### Wires at chosen ports, followed through buffers, run 1

Drawn at 8 px/um.
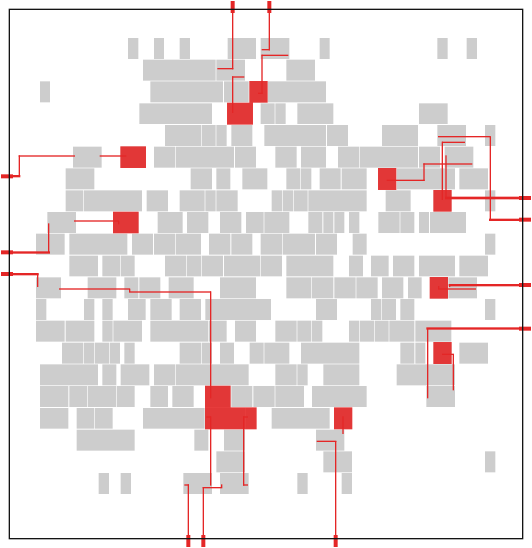
### Sequential cells coloured by netlist name, run 1

Drawn at 8 px/um.
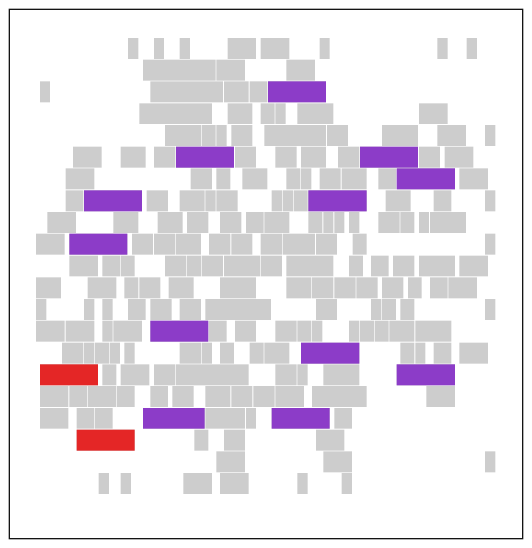
### Wiring by layer, run 1

Drawn at 6 px/um. Two of the layers only.
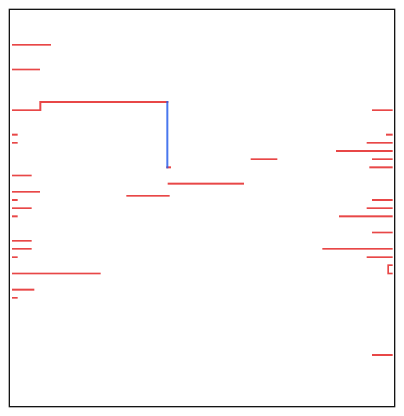
==> config.mk <==
export PLATFORM = sky130hd
export DESIGN_NAME = pc_fetch
export DESIGN_NICKNAME = d
export VERILOG_FILES = /design/src/rtl/pc_fetch.sv
export SDC_FILE = /design/constraint.sdc
export NUM_CORES = 1
export LEC_CHECK = 0
export CAP_MARGIN = 0
export CORE_AREA = 3 3 61 63
export DETAILED_ROUTE_END_ITERATION = 10
export DIE_AREA = 0 0 64 66
export HOLD_SLACK_MARGIN = 0.05
export PLACE_DENSITY = 0.74
export RECOVER_POWER = 50
export SYNTH_ARGS = -nofsm -noshare
export SYNTH_HDL_FRONTEND = slang
export SYNTH_SLANG_ARGS = --single-unit
export TNS_END_PERCENT = 30
==> constraint.sdc <==
create_clock -name Clk -period 1.95 [get_ports Clk]
set_input_delay 0.2925 -clock Clk [delete_from_list [all_inputs] [get_ports Clk]]
set_output_delay 0.2925 -clock Clk [all_outputs]
set_load 0.02 [all_outputs]
==> ci_impl_report.md <==
## Implementation flow summary

| Metric | Value |
|---|---|
| Grt ovf | `0` |
| Main area contributors | `dfxtp_1 23%, ha_1 11%, buf_4 11%` |
| Required time at the worst-slack endpoint | `2.13 ns` |
| Met2 Routed Length | `1410 um` |
| Result of the run | `finished, final reports clean` |
| Vias in the first global route | `1117` |
| Largest net degree at the start of global routing | `9` |
| Power density cells | `370 nW/um^2` |
| Crit end category | `flip-flop` |
| H-tree depth | `1` |
| Initial core utilization | `0.371` |
| Commonest cells post-synth | `18 x buf_4, 14 x dfxtp_1, 14 x nand2_1, 11 x and2_1, 11 x ha_1` |
| Internal power | `464 uW` |
| Die area | `4220 sq um` |
| Final core utilization | `0.553` |
| Post-route insts no fill | `251` |
| Library cell contributing the largest single delay on the critical path | `dfxtp_2` |
| Reg2Reg Setup Slack | `0.04 ns` |
| Arrival @ worst endpoint | `2.09 ns` |
| Post-synth ARST share | `0` |
| Maximum Capacitance Violations | `0` |
| X dimension of the die | `64 um` |
| Fillcell total | `317` |
| Netlist area before placement | `1220 sq um` |
| Detailed-route vias per instance | `4.59` |
| Final Hold Viols | `0` |
| Synth unique cells | `38` |
| Critical path startpoint category | `flip-flop` |
| Logic depth of the worst setup path including buffers | `8` |
| Detailed-route DRC error count | `0` |
| Post-detailed-placement half-perimeter wirelength | `2290 um` |
| Critical path peak fanout | `3` |
| Antenna violations before repair | `0` |
| CTS tree | `yes` |
| 1st-iter DRT viols | `52` |
| Sequential fraction of the synthesis area | `0.230` |
| Most common cell in the netlist | `buf_4` |
| Share of total power in combinational logic | `0.305` |
| Diode count | `0` |
| Cell class contributing the biggest share of worst-path delay | `AND-OR/OR-AND gates` |
| Clock latency reported for the late side of the worst-skew pair | `0.28 ns` |
| Synthesized area per cell | `8.41 sq um` |
| Number of enable flip-flop cells | `0` |
| Detailed-router iteration count before antenna repair | `4` |
| Max Buffers Root-to-Sink | `2` |
| Largest area contributor in the netlist | `dfxtp_1` |
| Chain of cells forming the critical path | `ha_4 > fa_2 > a211o_1 > o211ai_1 > a21oi_2 > a21boi_2 > xor2_1 > o21ai_1` |
| Largest stage delay on the critical path | `0.34 ns` |
| CORE AREA | `3280 sq um` |
| Clock transition at the registers of the reported paths | `0.09 ns` |
| Synth-to-Final Area Change | `48.8%` |
## Picture notes: 'Wires at chosen ports, followed through buffers'
| port | colour | bits | direction | end cells | buffers | wire |
|---|---|---|---|---|---|---|
| target | red | 12 | input | 12 | 12 | 239 um |
IO Pins: 52
IO Port Bufs: 31

## Picture notes: 'Sequential cells coloured by netlist name'
| signal | colour | flops |
|---|---|---|
| state | red | 2 |
| prog_ctr | purple | 12 |
Power Sequential: 296 uW
fraction of standard cell area that is sequential: 0.155

## Picture notes: 'Wiring by layer'
| layer | colour | wire length |
|---|---|---|
| metal 4 | blue | 10.9 um |
| metal 3 | red | 163 um |
global routing usage summed across all routing layers: 0.147
routed vias: 1152
post-detailed-route wirelength per cell: 11.4 um
wirelength, routed: 2870 um

==> run 1: tightest hold or removal path: stages (launching register included) <==
cell	delay [ns]
dfxtp_1	0.33
nand2_1	0.05
o21ai_1	0.05
==> run 1: placed cells by master (no fill, tap or decap), types with 2 or more instances in the layout <==
cell type | netlist | final
buf_4 | 18 | 29
clkdlybuf4s50_1 | 0 | 21
conb_1 | 1 | 16
nand2_1 | 14 | 14
dfxtp_1 | 14 | 13
a21oi_1 | 8 | 8
nor2b_1 | 7 | 7
and2_1 | 11 | 7
o21ai_0 | 8 | 7
ha_1 | 11 | 7
dlygate4sd3_1 | 0 | 6
nor2_1 | 5 | 5
o21ai_1 | 4 | 5
xnor2_1 | 5 | 5
and2_4 | 0 | 4
ha_4 | 0 | 4
a22oi_1 | 3 | 3
xor2_1 | 3 | 3
a21o_1 | 3 | 3
clkbuf_4 | 0 | 3
clkbuf_1 | 1 | 3
nand2b_1 | 3 | 2
a211o_1 | 2 | 2
o211ai_1 | 2 | 2
inv_1 | 2 | 2
mux2i_1 | 2 | 2
nor3_1 | 2 | 2
==> run 1: metal layers <==
metal | up-vias | track usage
li1 | 596 | -
met1 | 519 | 0.179
met2 | 35 | 0.258
met3 | 2 | 0.0391
met4 | 0 | 0.0270
met5 | - | 0
==> run 1: final cells by class <==
| type | instances | area [sq um] | share of cell area |
|---|---|---|---|
| timing repair buffer | 62 | 523 | 0.288 |
| sequential | 14 | 282 | 0.155 |
| inverter | 2 | 7.51 | 0.00414 |
| clock buffer | 3 | 22.5 | 0.0124 |
| multi-input combinational | 124 | 923 | 0.509 |
| tap | 46 | 57.6 | 0.0317 |
==> run 1: power by group through the flow <==
stage | registers, uW | clock network (uW) | logic (uW)
finish | 296 | 171 | 205
CTS | 296 | 179 | 204
floorplan | 305 | 0 | 132
global placement | 302 | 0 | 195
detailed placement | 302 | 0 | 197
global route | 297 | 193 | 226
==> run 1: per-stage QoR <==
step	hold WS (ns)	TNS (ns)	total power (uW)	setup WS (ns)	cell area, sq um
final	0.464	0	672	0.0421	1820
after global routing	0.505	-0.0647	715	-0.0330	1820
after CTS	0.470	0	678	0.0212	1800
after detailed placement	0.457	-3.94	499	-0.598	1700
after global placement	0.457	-3.63	497	-0.518	1700
after floorplan	0.421	-0.0219	437	-0.0166	1280
==> run 1: what timing repair did <==
item                                    4_1_cts  5_1_grt
endpoints found under the setup margin        6        8
hold buffers                                  0        0
setup buffers                                 5        0
endpoints found under the hold margin         0        0
pin swaps                                     9        9
resized                                      12        9
==> run 1: logic make-up after synthesis <==
kind of cell | count (synthesis) | share of synthesized area
xor+xnor | 8 | 0.0574
fa+ha+maj | 12 | 0.129
flops | 14 | 0.230
compound gates | 40 | 0.242
simple gates | 46 | 0.198
buf+inv | 22 | 0.124
other cells | 1 | 0.00307
mux | 2 | 0.0164
Power is estimated from default activity; no workload was simulated.
